File: config.mk
export PLATFORM = sky130hd
export DESIGN_NAME = seq_detect_param
export DESIGN_NICKNAME = d
export VERILOG_FILES = /design/src/rtl/seq_detect_param.sv
export SDC_FILE = /design/constraint.sdc
export NUM_CORES = 1
export LEC_CHECK = 0
export CORE_AREA = 2 2 50 52
export CTS_CLUSTER_DIAMETER = 120
export DETAILED_ROUTE_END_ITERATION = 12
export DIE_AREA = 0 0 52 54
export GPL_TIMING_DRIVEN = 0
export SETUP_SLACK_MARGIN = 0.2
export SLEW_MARGIN = 20
export SYNTH_ARGS = -nofsm -noshare
export SYNTH_HDL_FRONTEND = slang
export SYNTH_SLANG_ARGS = --single-unit
File: constraint.sdc
create_clock -name clk_i -period 6.8 [get_ports clk_i]
set_clock_uncertainty 0.2 [all_clocks]
set_input_delay 2.04 -clock clk_i [delete_from_list [all_inputs] [get_ports clk_i]]
set_output_delay 2.04 -clock clk_i [all_outputs]
set_load 0.05 [all_outputs]
File: src/rtl/seq_detect_param.sv
// seq_detect_param: parametrised serial pattern detector with a saturating hit counter
module seq_detect_param #(
  parameter int               PAT_W   = 4,
  parameter logic [PAT_W-1:0] PATTERN = 4'b1011,
  parameter bit               OVERLAP = 1'b1,
  parameter int               CNT_W   = 8
) (
  input  logic             clk_i,
  input  logic             rst_ni,
  input  logic             en_i,
  input  logic             data_i,
  input  logic             clr_cnt_i,
  output logic             flag_hit_o,
  output logic [CNT_W-1:0] match_cnt_o
);
  localparam int FW = $clog2(PAT_W + 1);
  localparam logic [FW-1:0] FULL = FW'(PAT_W);
  logic [PAT_W-1:0] win_q, win_d;
  logic [FW-1:0] fill_q, fill_d, fill_n;
  logic [CNT_W-1:0] cnt_q, cnt_d;
  logic flag_q, hit_d;
  // hit is gated by en so a held full window cannot re-fire during gaps
  always_comb begin
    win_d = en_i ? {win_q[PAT_W-2:0], data_i} : win_q;
    fill_n = (en_i && fill_q != FULL) ? fill_q + FW'(1) : fill_q;
    hit_d = en_i && win_d == PATTERN && fill_n == FULL;
    fill_d = (hit_d && !OVERLAP) ? '0 : fill_n;
    cnt_d = clr_cnt_i ? '0 : (hit_d && cnt_q != '1) ? cnt_q + CNT_W'(1) : cnt_q;
  end
  always_ff @(posedge clk_i) begin
    if (!rst_ni) begin
      win_q <= '0;
      fill_q <= '0;
      cnt_q <= '0;
      flag_q <= 1'b0;
    end else begin
      win_q <= win_d;
      fill_q <= fill_d;
      cnt_q <= cnt_d;
      flag_q <= hit_d;
    end
  end
  assign flag_hit_o = flag_q;
  assign match_cnt_o = cnt_q;
endmodule
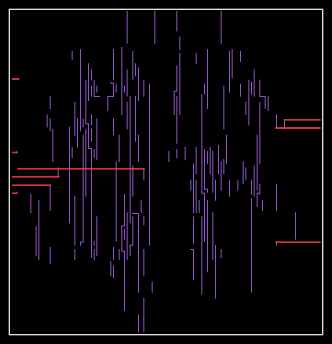
Fig. 1. Wiring by layer (run 1).
Scale: 6 px per um. Two of the layers only.
[red] met3 | wire length: 57.3 um
[purple] met2 | wire length: 726 um
Vias: 650
Routed wire per std cell: 11.1 um
total track usage: 0.131
Routed WL: 1.48 mm

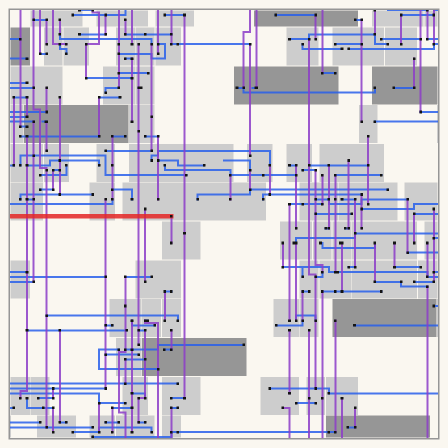
Fig. 2. Close-up of the layout (run 1).
Window x 11 to 41, y 12 to 42 um. Cells in grey, sequential cells in the stronger grey; small squares are vias.
[red] met3
[blue] met1
[purple] met2
most frequent: nand2_1 (6), nand3_1 (6), dfxtp_1 (6)
netlist names of flops here include: fill_q (2), match_cnt_o (2)
cells with their middle in the window: 59
sequential cells in the window: 6

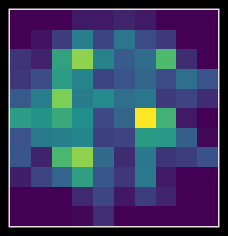
Fig. 3. Wire density map (run 1).
Scale: 4 px per um. 10 x 11 tiles, from dark purple (low) to yellow (high), scaled to the fullest tile. Values are wire area over tile area, all layers added.
emptiest ninth of the die: bottom right
tiles over half the peak: 14%
nearly empty tiles: 25%
densest ninth of the die: left middle
mean over tiles: 0.082
fullest tile: 0.34

==> results_dict.tcl, run 1 <==
# place-and-route summary
set metrics [dict create \
    maxSlewViolCount 0 \
    outcome "finished, final reports clean" \
    slew_headroom 0.603 \
    worstSkewPairLatency_ns 0.27 \
    post_cts_buffers 0 \
    dieArea_mm2 0.00281 \
    switching_share 0.231 \
    crit_path_start "en_i" \
    grt_max_degree 10 \
    first_global_vias 642 \
    p_seq_frac 0.585 \
    async_reset_ff_frac 0 \
    slowest_stage "a211oi_4" \
    tightest_slew_ns 0.591 \
    grt_pass1_wl_mm 2.64 \
    cts.htree.levels 1 \
    holdCritPathClass "flop to flop" \
    dp_cells 129 \
    area_delta_synth_final_pct 24.4 \
    netlist-cell-type-count 28 \
    place_congestion 0.724 \
    floorplan.core_util 0.343 \
    antennaDiodeCount 0 \
    yosys_most_used_dff "dfxtp_1" \
    setup_tns_ns 0 \
    ctsHoldBuffers 0 \
    worstPathRequired_ns 6.76 \
    die_x_um 52 \
    nNetsFinal 112 \
    fin_cells 133 \
    p_leak_nw 0.352 \
    design_area_um2 988 \
    cts_sinks 15 \
    path_clk_slew_ns 0.09 \
    tool_warnings 27 \
]
-- run 1: cell usage in the layout, fill, tap and decap left out, types with 3 or more instances in the layout --
cell,synthesis,final
a21oi_1,7,7
and3_1,4,4
clkbuf_1,2,3
clkbuf_4,0,3
clkdlybuf4s50_1,0,13
dfxtp_1,15,15
ha_1,3,3
inv_1,5,5
mux2i_1,4,4
nand2_1,6,6
nand3_1,6,6
nor2_1,5,5
nor2b_1,3,3
xnor2_1,3,3
-- run 1: kinds of logic after synthesis --
family / share of synthesized area
AND-OR/OR-AND: 0.183
flip-flops: 0.378
buffers and inverters: 0.0331
multiplexers: 0.0504
AND/OR/NAND/NOR: 0.276
adder cells (fa/ha/maj): 0.0472
XOR/XNOR: 0.0331
-- run 1: routing by layer --
layer | routed length [um] | vias to the layer above | part of all wire
li1 | - | 337 | -
met2 | 725 | 8 | 0.49
met5 | 0 | - | 0
met4 | 14 | 0 | 0.0094
met3 | 57 | 2 | 0.038
met1 | 685 | 303 | 0.46
-- run 1: area by class of cell --
class | instances | share of cell area
tap | 30 | 0.0380
multi-input combinational | 64 | 0.473
inverter | 5 | 0.0190
sequential | 15 | 0.304
clock buffer | 4 | 0.0266
buffer | 2 | 0.00759
timing repair buffer | 13 | 0.132
-- run 1: Yosys cell counts (2+ instances only) --
| cell type | instances | area [um^2] |
|---|---|---|
| nand2_1 | 6 | 22.5 |
| and3_1 | 4 | 25.0 |
| xnor2_1 | 3 | 26.3 |
| nor3b_1 | 2 | 15.0 |
| nor3_1 | 2 | 10.0 |
| a21oi_1 | 7 | 35.0 |
| mux2i_1 | 4 | 40.0 |
| a21o_1 | 2 | 15.0 |
| nor2b_1 | 3 | 18.8 |
| dfxtp_1 | 15 | 300 |
| ha_1 | 3 | 37.5 |
| nand3b_1 | 2 | 15.0 |
| and2_1 | 2 | 12.5 |
| inv_1 | 5 | 18.8 |
| and4b_1 | 2 | 20.0 |
| nor2_1 | 5 | 18.8 |
| clkbuf_1 | 2 | 7.51 |
| nand3_1 | 6 | 30.0 |
| nand2b_1 | 2 | 12.5 |
-- run 1: flip-flops by register name, indices dropped and copies added (netlist names) --
name	flops
fill_q	3
match_cnt_o	8
flag_hit_o	1
win_q	3
-- run 1: worst min-delay path by stage --
stage	startpoint	end	slack [ns]	cells after the start
5_1_grt	fill_q[1]$_SDFF_PN0_	fill_q[1]$_SDFF_PN0_	0.36	2
4_1_cts	fill_q[1]$_SDFF_PN0_	fill_q[1]$_SDFF_PN0_	0.32	2
6_report	fill_q[1]$_SDFF_PN0_	fill_q[1]$_SDFF_PN0_	0.31	2
3_5_place_dp	fill_q[1]$_SDFF_PN0_	fill_q[1]$_SDFF_PN0_	0.30	2
3_3_place_gp	fill_q[1]$_SDFF_PN0_	fill_q[1]$_SDFF_PN0_	0.29	2
2_1_floorplan	fill_q[1]$_SDFF_PN0_	fill_q[1]$_SDFF_PN0_	0.27	2
-- run 1: worst max-delay path, delay by kind of cell --
kind	cells	cell delay [ns]
mux	1	0.23
simple gates	1	0.05
compound gates	2	0.76
buf+inv	2	0.83
==> run 2, diff against run 1 <==
==> constraint.sdc (replaced) <==
create_clock -name clk_i -period 4.07 [get_ports clk_i]
set_clock_uncertainty 0.2 [all_clocks]
set_input_delay 1.221 -clock clk_i [delete_from_list [all_inputs] [get_ports clk_i]]
set_output_delay 1.221 -clock clk_i [all_outputs]
set_load 0.05 [all_outputs]
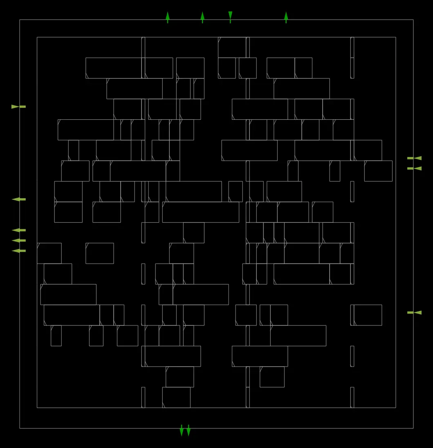
Fig. 4. Cell outlines without signal wires (run 2).
Core Footprint: 0.00232 mm^2
sequential cells: 15

==> run 2 against run 1 <==
Against the previous run:
- total power rose by 67%
- sequential share of layout area unchanged
- critical path depth stayed put
- die area stayed put
- clock power up 67%
- sequential power increased by 67%
- synthesized cell count unchanged
- sequential cell count unchanged
- combinational power up 67%
- core utilization did not move
- global-route usage did not move
- largest power group unchanged
- highest routed layer unchanged
==> results_dict.tcl, run 2 <==
# place-and-route summary
set metrics [dict create \
    outcome "finished, final reports clean" \
    design_area_um2 988 \
    wl_per_cell_um 11.1 \
    common_cells "dfxtp_1, a21oi_1, nand2_1, nand3_1" \
    xor_share 0.0331 \
    die_x_um 52 \
    grt_pass1_wl_mm 2.64 \
    dieArea_mm2 0.00281 \
    setup_tns_ns 0 \
    synth_dominant_cell_count "dfxtp_1" \
    yosysTopAreaCell "dfxtp_1" \
    final_common_cell "dfxtp_1" \
    cts.htree.levels 1 \
    async_reset_ff_frac 0 \
    post_cts_buffers 0 \
    yosys.area_share.aoi 0.183 \
    simple_gate_share 0.276 \
    floorplan.core_util 0.343 \
    ys_sh_mux 0.0504 \
    place_congestion 0.724 \
    netlist-cell-type-count 28 \
    first_global_vias 642 \
    ys_top_cells_by_area "dfxtp_1, mux2i_1, ha_1" \
    grt_max_degree 10 \
    top_logic_kind "simple AND/OR/NAND/NOR gates" \
    path_clk_slew_ns 0.09 \
    p_leak_nw 0.352 \
    p_seq_frac 0.585 \
    wl_mm 1.48 \
    antennaDiodeCount 0 \
    grtUsageTotal 0.131 \
    worstPathRequired_ns 4.03 \
    yosys_most_used_dff "dfxtp_1" \
]
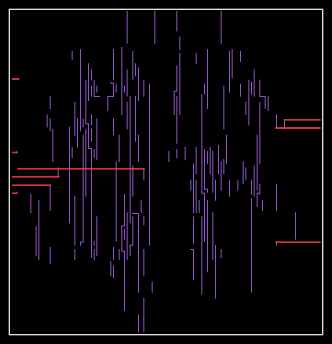
Fig. 5. Wiring by layer (run 2).
Scale: 6 px per um. Two of the layers only.
[red] met3 | wire length: 57.3 um
[purple] met2 | wire length: 726 um

[run 2: cell counts after synthesis]
Identical to the previous run, type by type.
[run 2: cell families (layout without fill, tap and decap cells)]
group / after synthesis / after routing
AND/OR/NAND/NOR: 38 / 38
flip-flops: 15 / 15
multiplexers: 4 / 4
AND-OR/OR-AND: 16 / 16
XOR/XNOR: 3 / 3
adder cells (fa/ha/maj): 3 / 3
buffers and inverters: 7 / 24
[run 2: metrics by stage]
| stage | hold WS, ns | cells |
|---|---|---|
| finish | 0.309 | 133 |
| global route | 0.362 | 133 |
| CTS | 0.316 | 133 |
| detailed placement | 0.304 | 129 |
| global placement | 0.295 | 129 |
| floorplan | 0.269 | 86 |
[run 2: power groups by stage]
stage	Clock, W	Combinational (W)	Sequential (W)
2_1_floorplan	0	0.0000178	0.000156
3_3_place_gp	0	0.0000250	0.000157
6_report	0.0000834	0.0000254	0.000153
5_1_grt	0.0000927	0.0000293	0.000154
4_1_cts	0.0000876	0.0000262	0.000153
3_5_place_dp	0	0.0000260	0.000157
[run 2: per-layer routing]
metal,track usage,vias up,part of all wire
li1,-,337,-
met1,0.151,303,0.46
met2,0.217,8,0.49
met3,0.0278,2,0.038
met4,0.0921,0,0.0094
met5,0,-,0
[run 2: worst paths after layout]
check,startpoint,end,cells after the start
worst max-delay path,en_i,match_cnt_o[1]$_SDFFE_PP0P_,6
worst min register to register,fill_q[1]$_SDFF_PN0_,fill_q[1]$_SDFF_PN0_,2
worst max register to register,fill_q[0]$_SDFF_PN0_,match_cnt_o[1]$_SDFFE_PP0P_,7
worst min-delay path,fill_q[1]$_SDFF_PN0_,fill_q[1]$_SDFF_PN0_,2
[run 2: cell type report]
cell class / instances / area [um^2]
buffer: 2 / 7.51
clock buffer: 4 / 26.3
fill: 244 / 1330
inverter: 5 / 18.8
multi-input combinational: 64 / 468
sequential: 15 / 300
tap: 30 / 37.5
timing repair buffer: 13 / 130
[run 2: critical path, cell delays in order]
cell and delay, ns:
clkdlybuf4s50_1 0.47, clkbuf_1 0.36, o211ai_2 0.26, a211oi_4 0.50, mux2i_1 0.23, nor2_1 0.05
Fig. 6: run 2, wire density map
Scale: 4 px per um. 10 x 11 tiles, from dark purple (low) to yellow (high), scaled to the fullest tile. Values are wire area over tile area, all layers added.
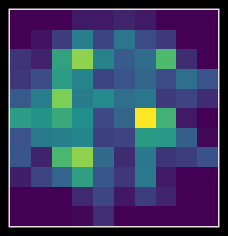

==> run 3, diff against run 2 <==
==> constraint.sdc (replaced) <==
create_clock -name clk_i -period 2.9 [get_ports clk_i]
set_clock_uncertainty 0.2 [all_clocks]
set_input_delay 0.87 -clock clk_i [delete_from_list [all_inputs] [get_ports clk_i]]
set_output_delay 0.87 -clock clk_i [all_outputs]
set_load 0.05 [all_outputs]
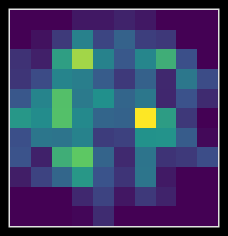
Fig. 7. Wire density map (run 3).
Scale: 4 px per um. 10 x 11 tiles, from dark purple (low) to yellow (high), scaled to the fullest tile. Values are wire area over tile area, all layers added.
tiles over half the peak: 12%
emptiest ninth of the die: bottom right
densest ninth of the die: left middle
fullest tile: 0.36

==> run 3 against run 2 <==
Against the previous run:
- die area did not move
- sequential power rose by 41%
- via count rose by 2.0%
- core utilization rose by 0.97 points
- worst hold slack barely moved
- cell count rose by 1.5%
- combinational power rose by 41%
- critical path type unchanged
- total power rose by 40%
- synthesized cell count did not move
- global-route usage rose by 0.29 points
- clock power rose by about 40%
==> results_dict.tcl, run 3 <==
# place-and-route summary
set metrics [dict create \
    outcome "finished, final reports clean" \
    netlist-cell-type-count 28 \
    p_leak_nw 0.375 \
    antennaDiodeCount 0 \
    first_global_vias 653 \
    reg2reg_to "match_cnt_o[1]$_SDFFE_PP0P_" \
    tool_warnings 27 \
    dp_cells 129 \
    maxSlewViolCount 0 \
    wl_per_cell_um 11.0 \
    worstPathRequired_ns 2.86 \
    holdCritPathClass "flop to flop" \
    grt_pass1_wl_mm 2.70 \
    worstSkewPairLatency_ns 0.28 \
    r2r_cells 8 \
    switching_share 0.231 \
    synth_dominant_cell_count "dfxtp_1" \
    holdPathEnd "fill_q[1]$_SDFF_PN0_" \
    hold_start "fill_q[1]$_SDFF_PN0_" \
    grt_max_degree 10 \
    hold_ws_ns 0.309 \
    die_x_um 52 \
    largest_reg_flops 8 \
    xor_share 0.0331 \
    core_mm2 0.00232 \
    p_seq_frac 0.585 \
    yosys.area_share.aoi 0.183 \
    top_logic_kind "simple AND/OR/NAND/NOR gates" \
    nNetsFinal 114 \
    r2r-start "fill_q[0]$_SDFF_PN0_" \
    cts_sinks 15 \
    most-common-layout-cells "dfxtp_1, clkdlybuf4s50_1, nand2_1, nand3_1, a21oi_1" \
    min_path_cells 2 \
    async_reset_ff_frac 0 \
    final.fill_count 240 \
    yosysTopAreaCell "dfxtp_1" \
    ys_sh_mux 0.0504 \
    final_common_cell "dfxtp_1" \
    path_clk_slew_ns 0.09 \
    num_vias 663 \
    floorplan.core_util 0.343 \
    common_cells "dfxtp_1, a21oi_1, nand2_1, nand3_1" \
    place_congestion 0.724 \
    simple_gate_share 0.276 \
    tightest_slew_ns 0.598 \
    cts.htree.levels 1 \
    slew_headroom 0.598 \
    adder_share 0.0472 \
]
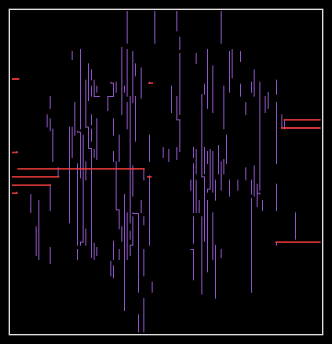
Fig. 8. Wiring by layer (run 3).
Scale: 6 px per um. Two of the layers only.
[red] met3 | wire length: 56.8 um
[purple] met2 | wire length: 717 um
Routed WL: 1.48 mm
total track usage: 0.134

==> run 3: cell count changes in the layout (fill, tap and decap cells not counted), sizes merged <==
cell / previous run / this run
dlymetal6s2s: 0 / 1
buf: 0 / 2
clkdlybuf4s50: 13 / 12
==> run 3: kinds of logic (layout without fill, tap and decap cells) <==
logic type,after synthesis,in the layout
flops,15,15
buf+inv,7,26
fa+ha+maj,3,3
compound gates,16,16
mux,4,4
simple gates,38,38
xor+xnor,3,3
==> run 3: critical path, stage by stage <==
cell	delay, ns
clkdlybuf4s50_1	0.48
nand2_1	0.05
or4_4	0.58
a211oi_4	0.20
buf_4	0.15
mux2i_1	0.17
nor2_1	0.05
==> run 3: metal layers <==
layer	wire length [um]	track usage
met5	0	0
met4	30	0.0921
met3	56	0.0278
met2	716	0.224
met1	680	0.154
==> run 3: final cells by class <==
cell class	count	area (um^2)	share of cell area
multi-input combinational	64	472	0.467
sequential	15	300	0.297
timing repair buffer	15	148	0.146
tap	30	37.5	0.0371
clock buffer	4	26.3	0.0260
inverter	5	18.8	0.0186
buffer	2	8.76	0.00866
==> run 3: per-stage QoR <==
| stage | setup TNS (ns) | cell area (um^2) |
|---|---|---|
| finish | 0 | 1010 |
| global route | 0 | 1010 |
| CTS | 0 | 1000 |
| detailed placement | -0.952 | 962 |
| global placement | -0.810 | 962 |
| floorplan | 0 | 795 |
==> run 3: repair_timing <==
action                                  in CTS  in global routing
pin swaps                                    1                  0
buffers inserted                             2                  0
endpoints found under the setup margin       5                  4
resized                                      1                  2
gates cloned                                 0                  0
==> run 3: how the worst max path moves through the flow <==
stage                start                           to  slack (ns)  cells past startpoint
floorplan           data_i  match_cnt_o[1]$_SDFFE_PP0P_        0.46                      5
global placement      en_i  match_cnt_o[1]$_SDFFE_PP0P_       -0.19                      6
detailed placement    en_i  match_cnt_o[1]$_SDFFE_PP0P_       -0.20                      6
CTS                 data_i  match_cnt_o[6]$_SDFFE_PP0P_        0.22                      6
global route          en_i  match_cnt_o[3]$_SDFFE_PP0P_        0.21                      7
finish                en_i  match_cnt_o[1]$_SDFFE_PP0P_        0.32                      7
==> run 3: power groups by stage <==
stage	Combinational, W	Sequential (W)	Clock, W
floorplan	0.0000250	0.000219	0
global placement	0.0000351	0.000220	0
detailed placement	0.0000364	0.000220	0
CTS	0.0000370	0.000215	0.000123
global route	0.0000412	0.000216	0.000130
finish	0.0000357	0.000215	0.000117
Power is estimated from default activity; no workload was simulated.
